Figure 1. Pin map (run 1).
The bar under the picture is 10 um long. Pins as bars across the die edge, other pins in gray.
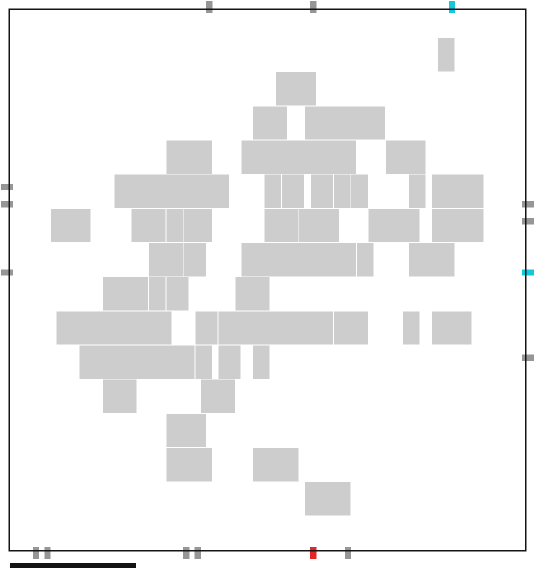
Figure 2. Cells by drive strength (run 1).
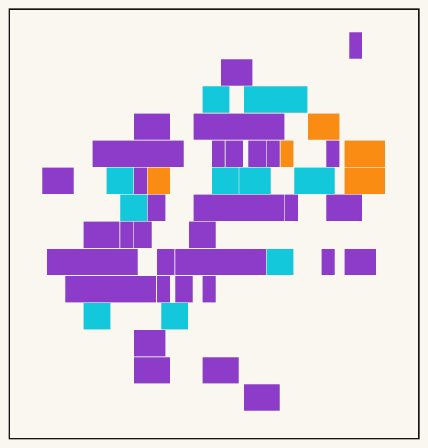
Figure 3. Cell placement (run 1).
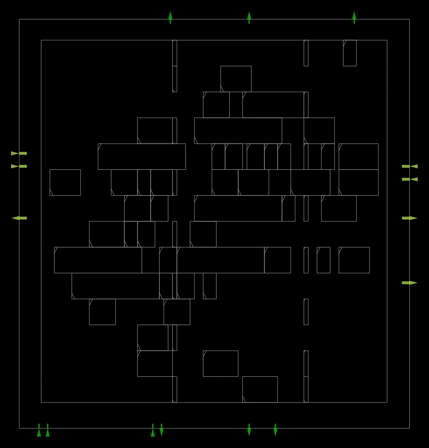
Figure 4. Placement density heat map (run 1).
The die is cut into 8 by 9 equal tiles; white is low, dark blue is high, 0 to 100% covered.
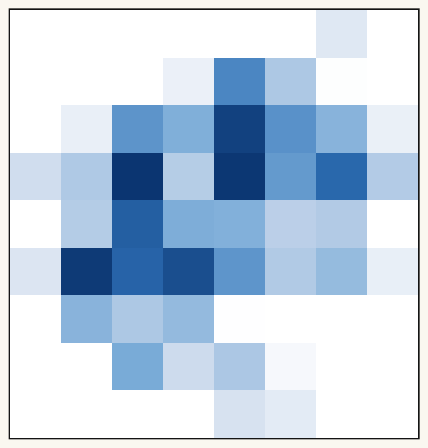
--- src/rtl/axi_ahb_pkg.sv ---
// Shared types and helpers for the AXI-to-AHB bridge arbitration logic.
//
// Contents:
//   htrans_t      - AHB HTRANS encodings (IDLE, BUSY, NONSEQ, SEQ)
//   dir_t         - transfer direction (DIR_R, DIR_W)
//   HTRANS_*      - HTRANS encodings as plain 2-bit constants
//   rr_pick()     - round-robin pick between the write and read candidates
//
// Optional feature macro used by ahb_rw_arbiter: AXI_AHB_ARB_BURST_LOCK_EN
package axi_ahb_pkg;

    typedef enum logic [1:0] {
        IDLE   = 2'b00,
        BUSY   = 2'b01,
        NONSEQ = 2'b10,
        SEQ    = 2'b11
    } htrans_t;

    typedef enum logic {
        DIR_R = 1'b0,
        DIR_W = 1'b1
    } dir_t;

    localparam logic [1:0] HTRANS_IDLE   = 2'b00;
    localparam logic [1:0] HTRANS_BUSY   = 2'b01;
    localparam logic [1:0] HTRANS_NONSEQ = 2'b10;
    localparam logic [1:0] HTRANS_SEQ    = 2'b11;

    // Returns {pick_w, pick_r}. On contention the direction that was not
    // granted last wins; at most one bit is ever set.
    function automatic logic [1:0] rr_pick(input logic w_cand,
                                           input logic r_cand,
                                           input dir_t last_dir);
        logic [1:0] pick;
        pick = 2'b00;
        case ({w_cand, r_cand})
            2'b10:   pick = 2'b10;
            2'b01:   pick = 2'b01;
            2'b11:   pick = (last_dir == DIR_R) ? 2'b10 : 2'b01;
            default: pick = 2'b00;
        endcase
        return pick;
    endfunction

endpackage

--- src/rtl/ahb_rw_arbiter_if.sv ---
// Bundle of request, grant and AHB address-phase signals between the
// bridge request logic and ahb_rw_arbiter.
//
// Signals:
//   w_req/w_last, r_req/r_last  beat requests and end-of-burst flags
//   hready                      AHB pipeline-advance
//   grant_w/grant_r             pop strobes back to the request FIFOs
//   htrans/hwrite               AHB address-phase controls
//   w_phase1/r_phase1           direction occupying the address phase
//   w_phase2/r_phase2           direction occupying the data phase
//
// Modports: slave = the arbiter, master = the logic driving it.
interface ahb_rw_arbiter_if;

    logic       w_req;
    logic       w_last;
    logic       r_req;
    logic       r_last;
    logic       hready;
    logic       grant_w;
    logic       grant_r;
    logic [1:0] htrans;
    logic       hwrite;
    logic       w_phase1;
    logic       r_phase1;
    logic       w_phase2;
    logic       r_phase2;

    modport slave (
        input  w_req, w_last, r_req, r_last, hready,
        output grant_w, grant_r, htrans, hwrite,
               w_phase1, r_phase1, w_phase2, r_phase2
    );

    modport master (
        output w_req, w_last, r_req, r_last, hready,
        input  grant_w, grant_r, htrans, hwrite,
               w_phase1, r_phase1, w_phase2, r_phase2
    );

endinterface

--- src/rtl/ahb_rw_arbiter.sv ---
// Shares the single AHB master port between the bridge write and read paths.
// Each hready=1 cycle at most one beat is granted; the AHB address-phase
// controls and the address/data phase ownership flags are registered.
//
// Ports:
//   clk    bridge clock
//   rst_n  asynchronous active-low reset
//   bus    ahb_rw_arbiter_if.slave (requests in; grants, htrans, hwrite,
//          phase flags out)
// Parameter:
//   MAX_HOLD  consecutive beats one direction may take while the other
//             direction waits (1..255)
//
// Optional feature: define AXI_AHB_ARB_BURST_LOCK_EN to keep an AXI burst on
// the bus as one SEQ-linked AHB burst (still broken by MAX_HOLD).
module ahb_rw_arbiter
    import axi_ahb_pkg::*;
#(
    parameter int unsigned MAX_HOLD = 16
) (
    input  logic            clk,
    input  logic            rst_n,
    ahb_rw_arbiter_if.slave bus
);

    localparam logic [7:0] HOLD_LIMIT = 8'(MAX_HOLD);

    dir_t       last_dir_r;
    logic [7:0] hold_cnt_r;
    logic [1:0] htrans_r;
    logic       hwrite_r;
    logic       w_phase1_r;
    logic       r_phase1_r;
    logic       w_phase2_r;
    logic       r_phase2_r;

    logic       hold_full_s;
    logic       w_block_s;
    logic       r_block_s;
    logic       w_cand_s;
    logic       r_cand_s;
    logic       seq_s;
    logic [1:0] pick_s;
    logic       grant_w_s;
    logic       grant_r_s;
    dir_t       grant_dir_s;
    logic [1:0] htrans_next_s;
    logic [7:0] hold_next_s;

`ifdef AXI_AHB_ARB_BURST_LOCK_EN
    logic       lock_on_r;
    dir_t       lock_dir_r;
    logic       lock_gap_r;
    logic       locked_s;
`else
    logic       unused_last_s;
    assign unused_last_s = bus.w_last ^ bus.r_last;
`endif

    // Starvation guard: the direction that used up its hold budget yields
    // as soon as the other direction is waiting.
    always_comb begin
        hold_full_s = (hold_cnt_r >= HOLD_LIMIT);
        w_block_s   = hold_full_s && (last_dir_r == DIR_W) && bus.r_req;
        r_block_s   = hold_full_s && (last_dir_r == DIR_R) && bus.w_req;
    end

    // Candidate selection; an active lock narrows the field to the locked
    // direction unless the hold budget forces a break.
    always_comb begin
        w_cand_s = bus.w_req && !w_block_s;
        r_cand_s = bus.r_req && !r_block_s;
        seq_s    = 1'b0;
`ifdef AXI_AHB_ARB_BURST_LOCK_EN
        locked_s = lock_on_r && !(w_block_s || r_block_s);
        if (locked_s) begin
            w_cand_s = bus.w_req && (lock_dir_r == DIR_W);
            r_cand_s = bus.r_req && (lock_dir_r == DIR_R);
            // After an IDLE inside the burst the AHB burst must restart.
            seq_s    = !lock_gap_r;
        end else begin
            seq_s    = 1'b0;
        end
`endif
    end

    // Grant decode plus next htrans and hold-counter values.
    always_comb begin
        pick_s        = rr_pick(w_cand_s, r_cand_s, last_dir_r);
        // Gated by rst_n so no pop strobe escapes while in reset.
        grant_w_s     = rst_n && bus.hready && pick_s[1];
        grant_r_s     = rst_n && bus.hready && pick_s[0];
        grant_dir_s   = grant_w_s ? DIR_W : DIR_R;
        htrans_next_s = HTRANS_IDLE;
        hold_next_s   = hold_cnt_r;
        if (grant_w_s || grant_r_s) begin
            htrans_next_s = seq_s ? HTRANS_SEQ : HTRANS_NONSEQ;
            if (grant_dir_s == last_dir_r) begin
                hold_next_s = hold_full_s ? hold_cnt_r : (hold_cnt_r + 8'd1);
            end else begin
                hold_next_s = 8'd1;
            end
        end else begin
            htrans_next_s = HTRANS_IDLE;
            hold_next_s   = hold_cnt_r;
        end
    end

    // AHB address/data phase pipeline; frozen while hready is low.
    always_ff @(posedge clk or negedge rst_n) begin
        if (!rst_n) begin
            htrans_r   <= HTRANS_IDLE;
            hwrite_r   <= 1'b0;
            w_phase1_r <= 1'b0;
            r_phase1_r <= 1'b0;
            w_phase2_r <= 1'b0;
            r_phase2_r <= 1'b0;
        end else if (bus.hready) begin
            htrans_r   <= htrans_next_s;
            hwrite_r   <= grant_w_s;
            w_phase1_r <= grant_w_s;
            r_phase1_r <= grant_r_s;
            w_phase2_r <= w_phase1_r;
            r_phase2_r <= r_phase1_r;
        end
    end

    // Round-robin history and hold counter, updated only on a grant.
    always_ff @(posedge clk or negedge rst_n) begin
        if (!rst_n) begin
            last_dir_r <= DIR_R;
            hold_cnt_r <= 8'd0;
        end else if (grant_w_s || grant_r_s) begin
            last_dir_r <= grant_dir_s;
            hold_cnt_r <= hold_next_s;
        end
    end

`ifdef AXI_AHB_ARB_BURST_LOCK_EN
    // Burst lock: set by a non-last beat, cleared by a last beat; an idle
    // arbitration point keeps the lock but marks the AHB burst as broken.
    always_ff @(posedge clk or negedge rst_n) begin
        if (!rst_n) begin
            lock_on_r  <= 1'b0;
            lock_dir_r <= DIR_R;
            lock_gap_r <= 1'b0;
        end else if (grant_w_s) begin
            lock_on_r  <= !bus.w_last;
            lock_dir_r <= DIR_W;
            lock_gap_r <= 1'b0;
        end else if (grant_r_s) begin
            lock_on_r  <= !bus.r_last;
            lock_dir_r <= DIR_R;
            lock_gap_r <= 1'b0;
        end else if (bus.hready) begin
            lock_gap_r <= 1'b1;
        end
    end
`endif

    assign bus.grant_w  = grant_w_s;
    assign bus.grant_r  = grant_r_s;
    assign bus.htrans   = htrans_r;
    assign bus.hwrite   = hwrite_r;
    assign bus.w_phase1 = w_phase1_r;
    assign bus.r_phase1 = r_phase1_r;
    assign bus.w_phase2 = w_phase2_r;
    assign bus.r_phase2 = r_phase2_r;

endmodule

--- src/flat_wrapper.sv ---
// flat-port wrapper written by rule: the top's interface ports become plain ports
module ahb_rw_arbiter_flat import axi_ahb_pkg::*;
#(
    parameter int unsigned MAX_HOLD = 16
)
  (clk, rst_n, bus_w_req, bus_w_last, bus_r_req, bus_r_last, bus_hready, bus_grant_w, bus_grant_r, bus_htrans, bus_hwrite, bus_w_phase1, bus_r_phase1, bus_w_phase2, bus_r_phase2);
  ahb_rw_arbiter_if bus_i ();
  input  logic clk;
  input  logic rst_n;
  input wire logic [$bits(bus_i.w_req)-1:0] bus_w_req;
  input wire logic [$bits(bus_i.w_last)-1:0] bus_w_last;
  input wire logic [$bits(bus_i.r_req)-1:0] bus_r_req;
  input wire logic [$bits(bus_i.r_last)-1:0] bus_r_last;
  input wire logic [$bits(bus_i.hready)-1:0] bus_hready;
  output wire logic [$bits(bus_i.grant_w)-1:0] bus_grant_w;
  output wire logic [$bits(bus_i.grant_r)-1:0] bus_grant_r;
  output wire logic [$bits(bus_i.htrans)-1:0] bus_htrans;
  output wire logic [$bits(bus_i.hwrite)-1:0] bus_hwrite;
  output wire logic [$bits(bus_i.w_phase1)-1:0] bus_w_phase1;
  output wire logic [$bits(bus_i.r_phase1)-1:0] bus_r_phase1;
  output wire logic [$bits(bus_i.w_phase2)-1:0] bus_w_phase2;
  output wire logic [$bits(bus_i.r_phase2)-1:0] bus_r_phase2;
  assign bus_i.w_req = bus_w_req;
  assign bus_i.w_last = bus_w_last;
  assign bus_i.r_req = bus_r_req;
  assign bus_i.r_last = bus_r_last;
  assign bus_i.hready = bus_hready;
  assign bus_grant_w = bus_i.grant_w;
  assign bus_grant_r = bus_i.grant_r;
  assign bus_htrans = bus_i.htrans;
  assign bus_hwrite = bus_i.hwrite;
  assign bus_w_phase1 = bus_i.w_phase1;
  assign bus_r_phase1 = bus_i.r_phase1;
  assign bus_w_phase2 = bus_i.w_phase2;
  assign bus_r_phase2 = bus_i.r_phase2;
  ahb_rw_arbiter #(.MAX_HOLD(MAX_HOLD)) u_core (.clk(clk), .rst_n(rst_n), .bus(bus_i));
endmodule
--- config.mk ---
export PLATFORM = sky130hd
export DESIGN_NAME = ahb_rw_arbiter_flat
export DESIGN_NICKNAME = d
export VERILOG_FILES = /design/src/rtl/axi_ahb_pkg.sv /design/src/rtl/ahb_rw_arbiter_if.sv /design/src/rtl/ahb_rw_arbiter.sv /design/src/flat_wrapper.sv
export SDC_FILE = /design/constraint.sdc
export NUM_CORES = 1
export LEC_CHECK = 0
export ABC_AREA = 1
export CAP_MARGIN = 0
export CORE_AREA = 2 2 39 41
export DETAILED_ROUTE_END_ITERATION = 12
export DIE_AREA = 0 0 41 43
export PLACE_DENSITY = 0.56
export SLEW_MARGIN = 20
export SYNTH_ARGS = -nofsm -noshare
export SYNTH_HDL_FRONTEND = slang
export SYNTH_SLANG_ARGS = --single-unit
--- constraint.sdc ---
create_clock -name clk -period 1.8 [get_ports clk]
set_input_delay 0.45 -clock clk [delete_from_list [all_inputs] [get_ports clk]]
set_output_delay 0.45 -clock clk [all_outputs]
set_load 0.005 [all_outputs]
==> notes.md, run 1 <==
run results: routed length on met1 271 um, Leakage Power 0.0002412 uW, cells along the critical path dlygate4sd2_1 > nand2_2 > clkinv_4 > nand3_4 > inv_1 > dlygate4sd2_1, height of the die 43 um, max_cap viols 0, count of cells along the worst register-to-register path 5, detailed-route wire length 555 um, grt ovf 0, Final Setup Violations 0, cts-stage hold buffer count 0, Clock Pin Slew Worst Setup and Hold Paths 0.05 ns, pin count of the biggest net entering global routing 8, worst ir drop on vdd 316.9 uV, final instance area 471.7 um2, cell types occupying the most area after synthesis dfrtp_1 51%, inv_1 7.7%, nand3_4 6.0%, o21ai_0 5.1%, buf_4 5.1%, HPWL after DPL 443.2 um, Routed met2 length 250 um, total standard cell area after synthesis 292.8 um2, Logic cell area 96.34 um2, fraction of registers with async set/reset 1.000, global-route wire length before repair 903 um, maximum net fanout on the critical path 3, outcome complete, no violations, Registers, synthesis 6, category of the most critical setup path in -> out, worst setup slack before clock tree synthesis -0.3876 ns, die x size 41 um, power consumption 392.0 uW, post-synth top area share 0.5128, number of buffers created by CTS 3, maximum clock frequency 598.2 MHz, Pins Over Slew Limit 0, count of mapped cells out of synthesis 31, Startpoint Class primary input, sinks on the clock net 6, Total GRT Usage 0.08105, routing layer with the top usage in global route met1, slowest cell on the critical path dlygate4sd2_1, vias in the first global route 224, ratio of routed vias to standard cells 3.625, Final Hold Violation Tally 0, Post-Route Setup TNS 0 ns, iteration count of the initial detailed-routing pass 1, Critical Path AT 1.22 ns, post-DR wirelength/cell 8.672 um, Final Cycle Share 0.9287, Syn Area/Cell 9.445 um2, power per cell area 831.1 nW/um2, antenna violations before repair 0, dominant register cell in the synthesized netlist dfrtp_1, nature of the critical path endpoint output port, path class of the lowest-slack min-delay path in -> async, leading cell types in the layout, fill and taps excluded 6 x inv_1, 6 x clkdlybuf4s50_1, 6 x dfrtp_1, antenna cell count 0, non-filler cells in the finished layout 64, met3 routing resource usage after global routing 0.03141, summed standard-cell area reported by yosys 292.8 um2, Post-layout nets 57, maximum count of clock buffers along a single path 2, TritonCTS clock tree built, count of H-tree levels built during CTS 1, met1 Use GR 0.1060, Final Critical Period 1.672 ns, fraction of the core area covered by cells at the end of the flow 0.3409, number of buffers added on ports 12, Crit path largest cell delay 0.26 ns, Critical Path Most Common Cell dlygate4sd2_1, maximum clock skew at final layout 0.0008481 ns, Layout area overhead 61.11%, global routing met2 resource utilization 0.09375, Final Wtd Congestion 0.7415, required time at the endpoint of the critical path 1.35 ns, least setup slack across all paths after layout 0.1284 ns, antenna-violating nets left 0, Yosys warning total 0, number of logged tool warnings 28, count of unique library cells instantiated by Yosys 16, DRC violations left 0, uppermost layer routed met3, CTS root buf clkbuf_4, Detail Route met3 WL 32 um, Seq share, synth 0.5128, # placed instances 61
Notes on Figure 1 above:
legend:
  red:
    port: bus_hwrite
    pins: 1
    direction: output
    edge: south
  cyan:
    port: bus_htrans
    pins: 2
    direction: output
    edge: 1 north, 1 east
all pins by edge: 6 south, 4 east, 3 north, 3 west

Notes on Figure 2 above:
legend:
  cyan:
    size: _3 and _4 cells
    cells: 10
    most_used: buf_4
  purple:
    size: _0 and _1 cells
    cells: 33
  orange:
    size: _2 cells
    cells: 5
    most_used: clkdlybuf4s15_2

Notes on Figure 3 above:
core region area: 1384 um2
Filler cells: 164

Notes on Figure 4 above:
nearly empty tiles: 42%
emptiest ninth of the die: south-east
densest ninth of the die: center
mean over tiles: 26%
tiles over 75% full: 11%
fullest tile: 98%

-- run 1: critical path, delay by kind of cell --
kind                   cells  cell delay (ns)
and+or+nand+nor            2             0.15
buffers and inverters      4             0.63
-- run 1: repair_timing --
item | 4_1_cts | 5_1_grt
setup endpoints to repair | 2 | 0
buffers inserted | 0 | 0
gates resized | 11 | 0
-- run 1: final timing paths --
check                                                    to                            start  slack [ns]
setup / recovery                                bus_grant_r                       bus_hready        0.13
min in group clk            u_core.bus.w_phase2$_DFFE_PN0P_  u_core.bus.w_phase2$_DFFE_PN0P_        0.53
setup reg to reg            u_core.bus.r_phase1$_DFFE_PN0P_    u_core.last_dir_r$_DFFE_PN0P_        0.88
hold reg to reg             u_core.bus.w_phase2$_DFFE_PN0P_  u_core.bus.w_phase2$_DFFE_PN0P_        0.53
hold / removal                u_core.bus.hwrite$_DFFE_PN0P_                            rst_n        0.26
max in group asynchronous  u_core.bus.htrans[1]$_DFFE_PN0P_                            rst_n        1.43
-- run 1: logic make-up (layout without fill, tap and decap cells) --
logic type	Yosys count	in the layout	synth area share
buffers and inverters	10	27	0.1581
flip-flops	6	6	0.5128
AND-OR/OR-AND	7	7	0.1410
other	1	1	0.01281
AND/OR/NAND/NOR	7	7	0.1752
-- run 1: where the power goes --
part           internal, uW  total [uW]  switching, uW  leakage [uW]
combinational          54.1        97.9           43.8      0.000152
sequential              156         170           13.3     0.0000751
clock                  75.4         124           48.9     0.0000138
-- run 1: final cells by class --
| type | count | area share |
|---|---|---|
| inverters | 8 | 0.07427 |
| well taps | 16 | 0.04244 |
| clock buffers | 3 | 0.04775 |
| repair buffers | 16 | 0.3130 |
| flip-flops and latches | 6 | 0.3183 |
| multi-input cells | 15 | 0.2042 |
## Run 2: what changed since run 1
--- a/config.mk
+++ b/config.mk
@@ -10,6 +10,7 @@
 export CORE_AREA = 2 2 39 41
 export DETAILED_ROUTE_END_ITERATION = 12
 export DIE_AREA = 0 0 41 43
+export GPL_ROUTABILITY_DRIVEN = 0
 export PLACE_DENSITY = 0.56
 export SLEW_MARGIN = 20
 export SYNTH_ARGS = -nofsm -noshare
==> run 2 against run 1 <==
Net effect: clock skew did not move; total power did not move; worst hold slack did not move; first-iteration DRC count did not move; count of clock-buffer cells in the layout did not move; die area did not move; utilization did not move; register-to-register slack barely moved; critical path type unchanged; critical endpoint unchanged; highest routed layer unchanged.
==> notes.md, run 2 <==
run results: unrepaired setup endpoints after global routing no, Final Critical Period 1.672 ns (unchanged), power per cell area 831.1 nW/um2 (unchanged), antenna violations before repair 0 (unchanged), top comb family, area simple AND/OR/NAND/NOR gates, slowest cell on the critical path dlygate4sd2_1, antenna-violating nets left 0 (unchanged), Post-Route Setup TNS 0 ns (unchanged), power consumption 392.0 uW (unchanged), HPWL after DPL 443.2 um (unchanged), FF-to-FF setup slack 0.88 ns (about the same), dominant register cell in the synthesized netlist dfrtp_1, Layout area overhead 61.11% (unchanged), antenna cell count 0 (unchanged), worst setup slack before clock tree synthesis -0.3876 ns (unchanged), cell type with the largest total area dfrtp_1, XOR/XNOR Area Share 0 (unchanged), count of unique library cells instantiated by Yosys 16 (unchanged), Critical Path Stages 6 (unchanged), sum of buffers and inverters on the critical path 4 (unchanged), sinks on the clock net 6 (unchanged), final instance area 471.7 um2 (unchanged), number of cell instances after yosys synthesis 31, cell types occupying the most area after synthesis dfrtp_1 51%, inv_1 7.7%, nand3_4 6.0%, o21ai_0 5.1%, buf_4 5.1%, Final Setup Violations 0 (unchanged), cts-stage hold buffer count 0 (unchanged), leading cell types in the layout, fill and taps excluded 6 x inv_1, 6 x clkdlybuf4s50_1, 6 x dfrtp_1, maximum clock frequency 598.2 MHz (unchanged), pin count of the biggest net entering global routing 8 (unchanged), Boundary Pins 16, least setup slack across all paths after layout 0.1284 ns (unchanged), Critical Path Start bus_hready, Total GRT Usage 0.08105 (unchanged), cell family contributing the most delay on the critical path buffers and inverters, reg2reg start u_core.last_dir_r$_DFFE_PN0P_, count of H-tree levels built during CTS 1 (unchanged), compound-gate portion of the synthesized area 0.1410 (unchanged), vias in the first global route 224 (unchanged), ratio of routed vias to standard cells 3.625 (unchanged), maximum count of clock buffers along a single path 2 (unchanged), Cell Rows 14, Startpoint Class primary input, global-route wire length before repair 903 um (unchanged), maximum clock skew at final layout 0.0008481 ns (unchanged), count of mapped cells out of synthesis 31 (unchanged), PostCTS Resize Cnt 11 (unchanged), Clock Pin Slew Worst Setup and Hold Paths 0.05 ns (about the same), Yosys warning total 0 (unchanged), iteration count of the initial detailed-routing pass 1 (unchanged), clock latency on the worst-skew pair 0.24 ns, maximum net fanout on the critical path 3 (unchanged), buffer count from post-CTS setup fixing 0 (unchanged), chip area 1763 um2, most used standard cells in the synthesized netlist 6 x dfrtp_1, 6 x inv_1, 3 x o21ai_0, required time at the endpoint of the critical path 1.35 ns (about the same), path class of the lowest-slack min-delay path in -> async, multiplexer share of the synthesized area 0 (unchanged), Registers, synthesis 6 (unchanged), drt initial violations 0, fraction of registers with async set/reset 1.000 (unchanged), outcome complete, no violations, area fraction in full adders, half adders and majority gates 0 (unchanged), worst hold slack 0.2623 ns, share of cells above drive strength 1 0.3125, DRC violations left 0 (unchanged), number of logged tool warnings 28 (unchanged), grt ovf 0 (unchanged), detailed-route wire length 555 um (unchanged), category of the most critical setup path in -> out, Seq share, synth 0.5128 (unchanged), number of nets at floorplan 38, non-filler cells in the finished layout 64 (unchanged), Pins Over Slew Limit 0 (unchanged), core region area 1384 um2 (unchanged), Critical Path AT 1.22 ns (about the same), cells along the critical path dlygate4sd2_1 > nand2_2 > clkinv_4 > nand3_4 > inv_1 > dlygate4sd2_1, summed standard-cell area reported by yosys 292.8 um2 (unchanged), total standard cell area after synthesis 292.8 um2 (unchanged), post-detailed-placement cell area 447.9 um2, Leakage Power 0.0002412 uW (unchanged), capture point of the worst path bus_grant_r, Reg2Reg Capture Point u_core.bus.r_phase1$_DFFE_PN0P_, Post-layout nets 57 (unchanged), number of buffers created by CTS 3 (unchanged), count of cells along the worst register-to-register path 5 (unchanged), Final Hold Violation Tally 0 (unchanged), CTS root buf clkbuf_4, post-synth top area share 0.5128 (unchanged), nature of the critical path endpoint output port, Crit path largest cell delay 0.26 ns (about the same), TritonCTS clock tree built, Syn Area/Cell 9.445 um2 (unchanged), Final Cycle Share 0.9287 (unchanged), # placed instances 61 (unchanged), post-DR wirelength/cell 8.672 um (unchanged), max_cap viols 0 (unchanged), total number of vias 232, AND/OR/NAND/NOR Cells, Area Fraction 0.1752 (unchanged), Critical Path Most Common Cell dlygate4sd2_1, worst ir drop on vdd 316.9 uV (unchanged), EDFF count, synth 0
[run 2: power breakdown]
group	internal, uW	total [uW]	switching, uW
Clock	75.4	124	48.9
Combinational	54.1	97.9	43.8
Sequential	156	170	13.3
Total	286	392	106
[run 2: metal layers]
metal  GRT usage  wire length (um)
met5           0                 0
met4     0.08000                 0
met3     0.03141                32
met2     0.09375               250
met1      0.1060               271
[run 2: cell type report]
| class | count | area (um2) |
|---|---|---|
| Timing Repair Buffer | 16 | 147.6 |
| Tap cell | 16 | 20.02 |
| Sequential cell | 6 | 150.1 |
| Fill cell | 164 | 912.1 |
| Inverter | 8 | 35.03 |
| Clock buffer | 3 | 22.52 |
| Multi-Input combinational cell | 15 | 96.34 |
[run 2: kinds of logic (layout without fill, tap and decap cells)]
| family | after synthesis | count (layout) |
|---|---|---|
| AND-OR/OR-AND | 7 | 7 |
| buffers and inverters | 10 | 27 |
| flip-flops | 6 | 6 |
| other | 1 | 1 |
| AND/OR/NAND/NOR | 7 | 7 |
[run 2: how the worst min path moves through the flow]
stage | from | endpoint | slack (ns) | depth (start not counted)
2_1_floorplan | rst_n | u_core.bus.htrans[1]$_DFFE_PN0P_ | 0.15 | 0
3_3_place_gp | u_core.bus.r_phase2$_DFFE_PN0P_ | u_core.bus.r_phase2$_DFFE_PN0P_ | 0.52 | 2
3_5_place_dp | u_core.bus.r_phase2$_DFFE_PN0P_ | u_core.bus.r_phase2$_DFFE_PN0P_ | 0.53 | 2
4_1_cts | rst_n | u_core.bus.r_phase1$_DFFE_PN0P_ | 0.26 | 2
5_1_grt | rst_n | u_core.bus.htrans[1]$_DFFE_PN0P_ | 0.29 | 2
6_report | rst_n | u_core.bus.hwrite$_DFFE_PN0P_ | 0.26 | 2
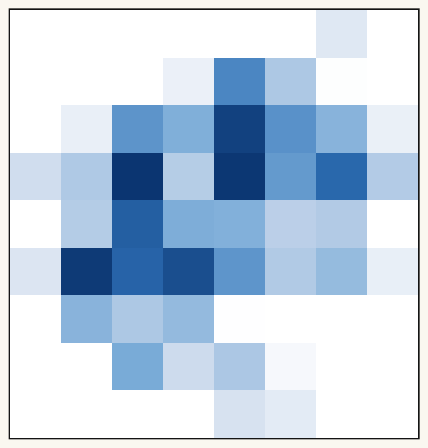
Figure 5: run 2, placement density heat map.
The die is cut into 8 by 9 equal tiles; white is low, dark blue is high, 0 to 100% covered.
nearly empty tiles: 42%
mean over tiles: 26%
emptiest ninth of the die: south-east
tiles over 75% full: 11%
fraction of the core area covered by cells at the end of the flow: 0.3409
initial cell density of the core: 0.2116

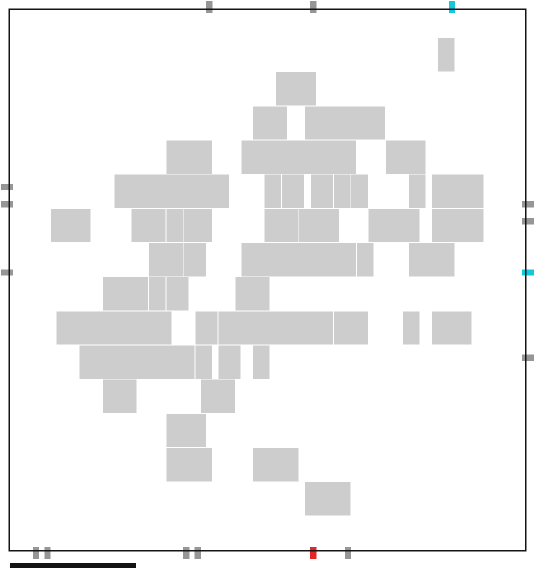
Figure 6: run 2, pin map.
The bar under the picture is 10 um long. Pins as bars across the die edge, other pins in gray.
legend:
  red:
    port: bus_hwrite
    pins: 1
    direction: output
    edge: south
  cyan:
    port: bus_htrans
    pins: 2
    direction: output
    edge: 1 north, 1 east
all pins by edge: 6 south, 4 east, 3 north, 3 west
number of buffers added on ports: 12
height of the die: 43 um
die x size: 41 um

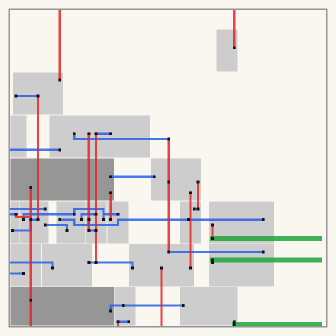
Figure 7: run 2, layout detail.
Region (21, 22) to (41, 42) um. Cells in gray, sequential cells in the stronger gray; small squares are vias.
legend:
  green:
    layer: metal 3
  blue:
    layer: metal 1
  red:
    layer: metal 2
netlist names of flops here include: u_core.bus.htrans (1), u_core.last_dir_r (1)
sequential cells in the window: 2
cells with their middle in the window: 18
most frequent: inv_1 (2), clkdlybuf4s15_2 (2), dfrtp_1 (2)

## Run 3: what changed since run 2
--- a/config.mk
+++ b/config.mk
@@ -12,7 +12,9 @@
 export DIE_AREA = 0 0 41 43
 export GPL_ROUTABILITY_DRIVEN = 0
 export PLACE_DENSITY = 0.56
+export SKIP_CTS_REPAIR_TIMING = 1
 export SLEW_MARGIN = 20
 export SYNTH_ARGS = -nofsm -noshare
 export SYNTH_HDL_FRONTEND = slang
 export SYNTH_SLANG_ARGS = --single-unit
+export TNS_END_PERCENT = 20
==> run 3 against run 2 <==
Net effect: sequential cell count did not move; non-clock buffer count did not move; highest routed layer unchanged; critical endpoint is now bus_hwrite; synthesized cell count did not move; critical path depth fell by 5.
==> notes.md, run 3 <==
run results: power per cell area 812.6 nW/um2 (-2.2%), Cell Rows 14 (unchanged), Critical Path AT 1.11 ns (-0.11 ns), worst hold slack 0.1589 ns (-0.1034 ns), Clock Pin Slew Worst Setup and Hold Paths 0.05 ns (about the same), number of buffers created by CTS 3 (unchanged), CTS root buf clkbuf_4, detailed-route wire length 576 um (+3.8%), maximum clock skew at final layout 0.0006895 ns (-0.0001586 ns), Boundary Pins 16 (unchanged), TritonCTS clock tree built, Logic cell area 98.84 um2 (+2.6%), chip area 1763 um2 (unchanged), Startpoint Class flip-flop, path class of the lowest-slack min-delay path in -> async, height of the die 43 um (unchanged), Crit path largest cell delay 0.51 ns (+0.25 ns), total number of vias 234 (+0.86%), Syn Area/Cell 9.445 um2 (unchanged), initial cell density of the core 0.2116 (unchanged), compound-gate portion of the synthesized area 0.1410 (unchanged), Registers, synthesis 6 (unchanged), category of the most critical setup path reg -> out, XOR/XNOR Area Share 0 (unchanged), multiplexer share of the synthesized area 0 (unchanged), antenna-violating nets left 0 (unchanged), global-route wire length before repair 903 um (unchanged), number of buffers added on ports 12 (unchanged), sum of buffers and inverters on the critical path 1 (-3), cell type with the largest total area dfrtp_1, HPWL after DPL 443.2 um (unchanged), drt initial violations 3 (+3), Final Setup Violations 0 (unchanged), Leakage Power 0.0002994 uW (+24%), cell family contributing the most delay on the critical path buffers and inverters, die x size 41 um (unchanged), antenna violations before repair 0 (unchanged), number of nets at floorplan 38 (unchanged), dominant register cell in the synthesized netlist dfrtp_1, number of cell instances after yosys synthesis 31 (unchanged), cells along the critical path clkdlybuf4s50_1, Filler cells 157 (-4.3%), sinks on the clock net 6 (unchanged), iteration count of the initial detailed-routing pass 2 (+1), worst ir drop on vdd 318.1 uV (+0.37%), EDFF count, synth 0 (unchanged), Total GRT Usage 0.08105 (unchanged), total standard cell area after synthesis 292.8 um2 (unchanged), clock latency on the worst-skew pair 0.24 ns (about the same), maximum clock frequency 641.3 MHz (+7.2%), number of logged tool warnings 28 (unchanged), maximum net fanout on the critical path 3 (unchanged), count of mapped cells out of synthesis 31 (unchanged), maximum count of clock buffers along a single path 2 (unchanged), DRC violations left 0 (unchanged), vias in the first global route 224 (unchanged), Seq share, synth 0.5128 (unchanged), Register Area 150.1 um2 (unchanged), Pins Over Slew Limit 0 (unchanged), required time at the endpoint of the critical path 1.35 ns (about the same), count of H-tree levels built during CTS 1 (unchanged), grt ovf 0 (unchanged), post-DR wirelength/cell 9.000 um (+3.8%), unrepaired setup endpoints after global routing no, area fraction in full adders, half adders and majority gates 0 (unchanged), fraction of registers with async set/reset 1.000 (unchanged), post-detailed-placement cell area 447.9 um2 (unchanged), ratio of routed vias to standard cells 3.656 (+0.86%), count of unique library cells instantiated by Yosys 16 (unchanged), Final Cycle Share 0.8664 (-0.06230), pin count of the biggest net entering global routing 8 (unchanged), nature of the critical path endpoint output port, slowest cell on the critical path clkdlybuf4s50_1, Final Critical Period 1.559 ns (-0.1121 ns), cell types occupying the most area after synthesis dfrtp_1 51%, inv_1 7.7%, nand3_4 6.0%, o21ai_0 5.1%, buf_4 5.1%, Yosys warning total 0 (unchanged), summed standard-cell area reported by yosys 292.8 um2 (unchanged), Final Hold Violation Tally 0 (unchanged), max_cap viols 0 (unchanged), share of cells above drive strength 1 0.2917 (-0.02083), antenna cell count 0 (unchanged), most used standard cells in the synthesized netlist 6 x dfrtp_1, 6 x inv_1, 3 x o21ai_0, top comb family, area simple AND/OR/NAND/NOR gates, worst setup slack before clock tree synthesis -0.3876 ns (unchanged), post-synth top area share 0.5128 (unchanged), outcome complete, no violations, core region area 1384 um2 (unchanged), leading cell types in the layout, fill and taps excluded 6 x inv_1, 6 x dlymetal6s2s_1, 6 x clkdlybuf4s50_1, 6 x dfrtp_1, 4 x buf_4, Post-layout nets 57 (unchanged), AND/OR/NAND/NOR Cells, Area Fraction 0.1752 (unchanged)
==> run 3: cell counts after synthesis <==
No cell type changed its count.
==> run 3: final cells by class <==
type                    count  share of cell area
multi-input cells          15              0.2026
well taps                  16             0.04103
repair buffers             16              0.3385
inverters                   8             0.06410
flip-flops and latches      6              0.3077
clock buffers               3             0.04615
==> run 3: routing by layer <==
layer,track usage,part of all wire,up-vias
li1,-,-,127
met4,0.08000,0,0
met1,0.1060,0.48,100
met3,0.03141,0.066,0
met5,0,0,-
met2,0.09375,0.45,7
==> run 3: report_power, final <==
group	switching [uW]	internal, uW	total (uW)	leakage (uW)
logic	44.9	56.6	102	0.000211
registers	13.8	156	170	0.0000751
clock network	49.2	75.5	125	0.0000138
==> run 3: path summary, 6_finish.rpt <==
| kind | start | end | slack [ns] | cells after the start |
|---|---|---|---|---|
| setup / recovery | u_core.bus.hwrite$_DFFE_PN0P_ | bus_hwrite | 0.24 | 1 |
| hold / removal | rst_n | u_core.bus.hwrite$_DFFE_PN0P_ | 0.16 | 2 |
| setup reg to reg | u_core.last_dir_r$_DFFE_PN0P_ | u_core.bus.htrans[1]$_DFFE_PN0P_ | 0.89 | 4 |
| hold reg to reg | u_core.bus.r_phase2$_DFFE_PN0P_ | u_core.bus.r_phase2$_DFFE_PN0P_ | 0.54 | 2 |
| max in group asynchronous | rst_n | u_core.bus.htrans[1]$_DFFE_PN0P_ | 1.53 | 2 |
| min in group clk | bus_w_req | u_core.last_dir_r$_DFFE_PN0P_ | 0.53 | 3 |
==> run 3: through the flow <==
stage	cells	util	TNS, ns	total power [uW]
finish	64	0.3526	0	396.5
detailed placement	61	0.3237	-0.7748	274.1
floorplan	31	-	0	216.5
global route	64	0.3526	0	423.0
global placement	61	0.3237	-0.7747	273.0
CTS	64	0.3400	-0.7856	403.9
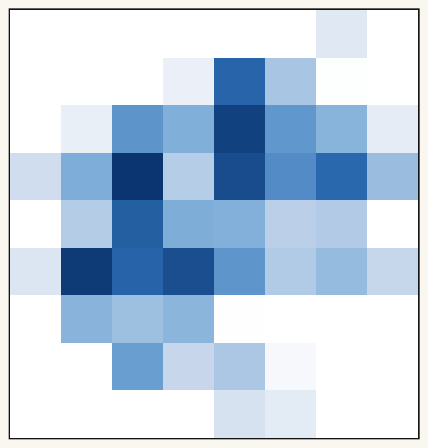
Figure 8: run 3, placement density heat map.
The die is cut into 8 by 9 equal tiles; white is low, dark blue is high, 0 to 100% covered.
emptiest ninth of the die: south-east
tiles over 75% full: 13%
nearly empty tiles: 42%
fullest tile: 98%
mean over tiles: 27%

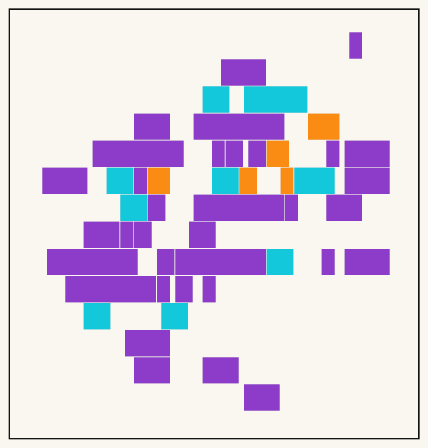
Figure 9: run 3, cells by drive strength.
legend:
  purple:
    size: _0 and _1 cells
    cells: 34
  cyan:
    size: _3 and _4 cells
    cells: 9
    most_used: buf_4
  orange:
    size: _2 cells
    cells: 5
    most_used: nand2_2
Non-clock buffers: 16
Layout area overhead: 66.67%
final instance area: 488.0 um2
least setup slack across all paths after layout: 0.2406 ns

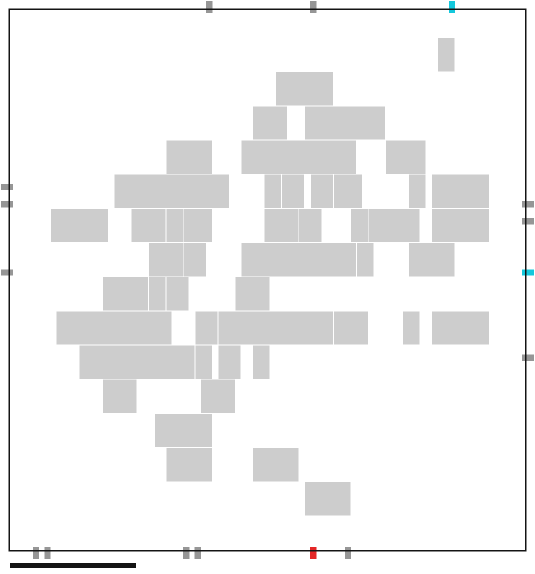
Figure 10: run 3, pin map.
The bar under the picture is 10 um long. Pins as bars across the die edge, other pins in gray.
legend:
  cyan:
    port: bus_htrans
    pins: 2
    direction: output
    edge: 1 north, 1 east
  red:
    port: bus_hwrite
    pins: 1
    direction: output
    edge: south

No activity file was given, so power comes from the tool's default toggle rates.
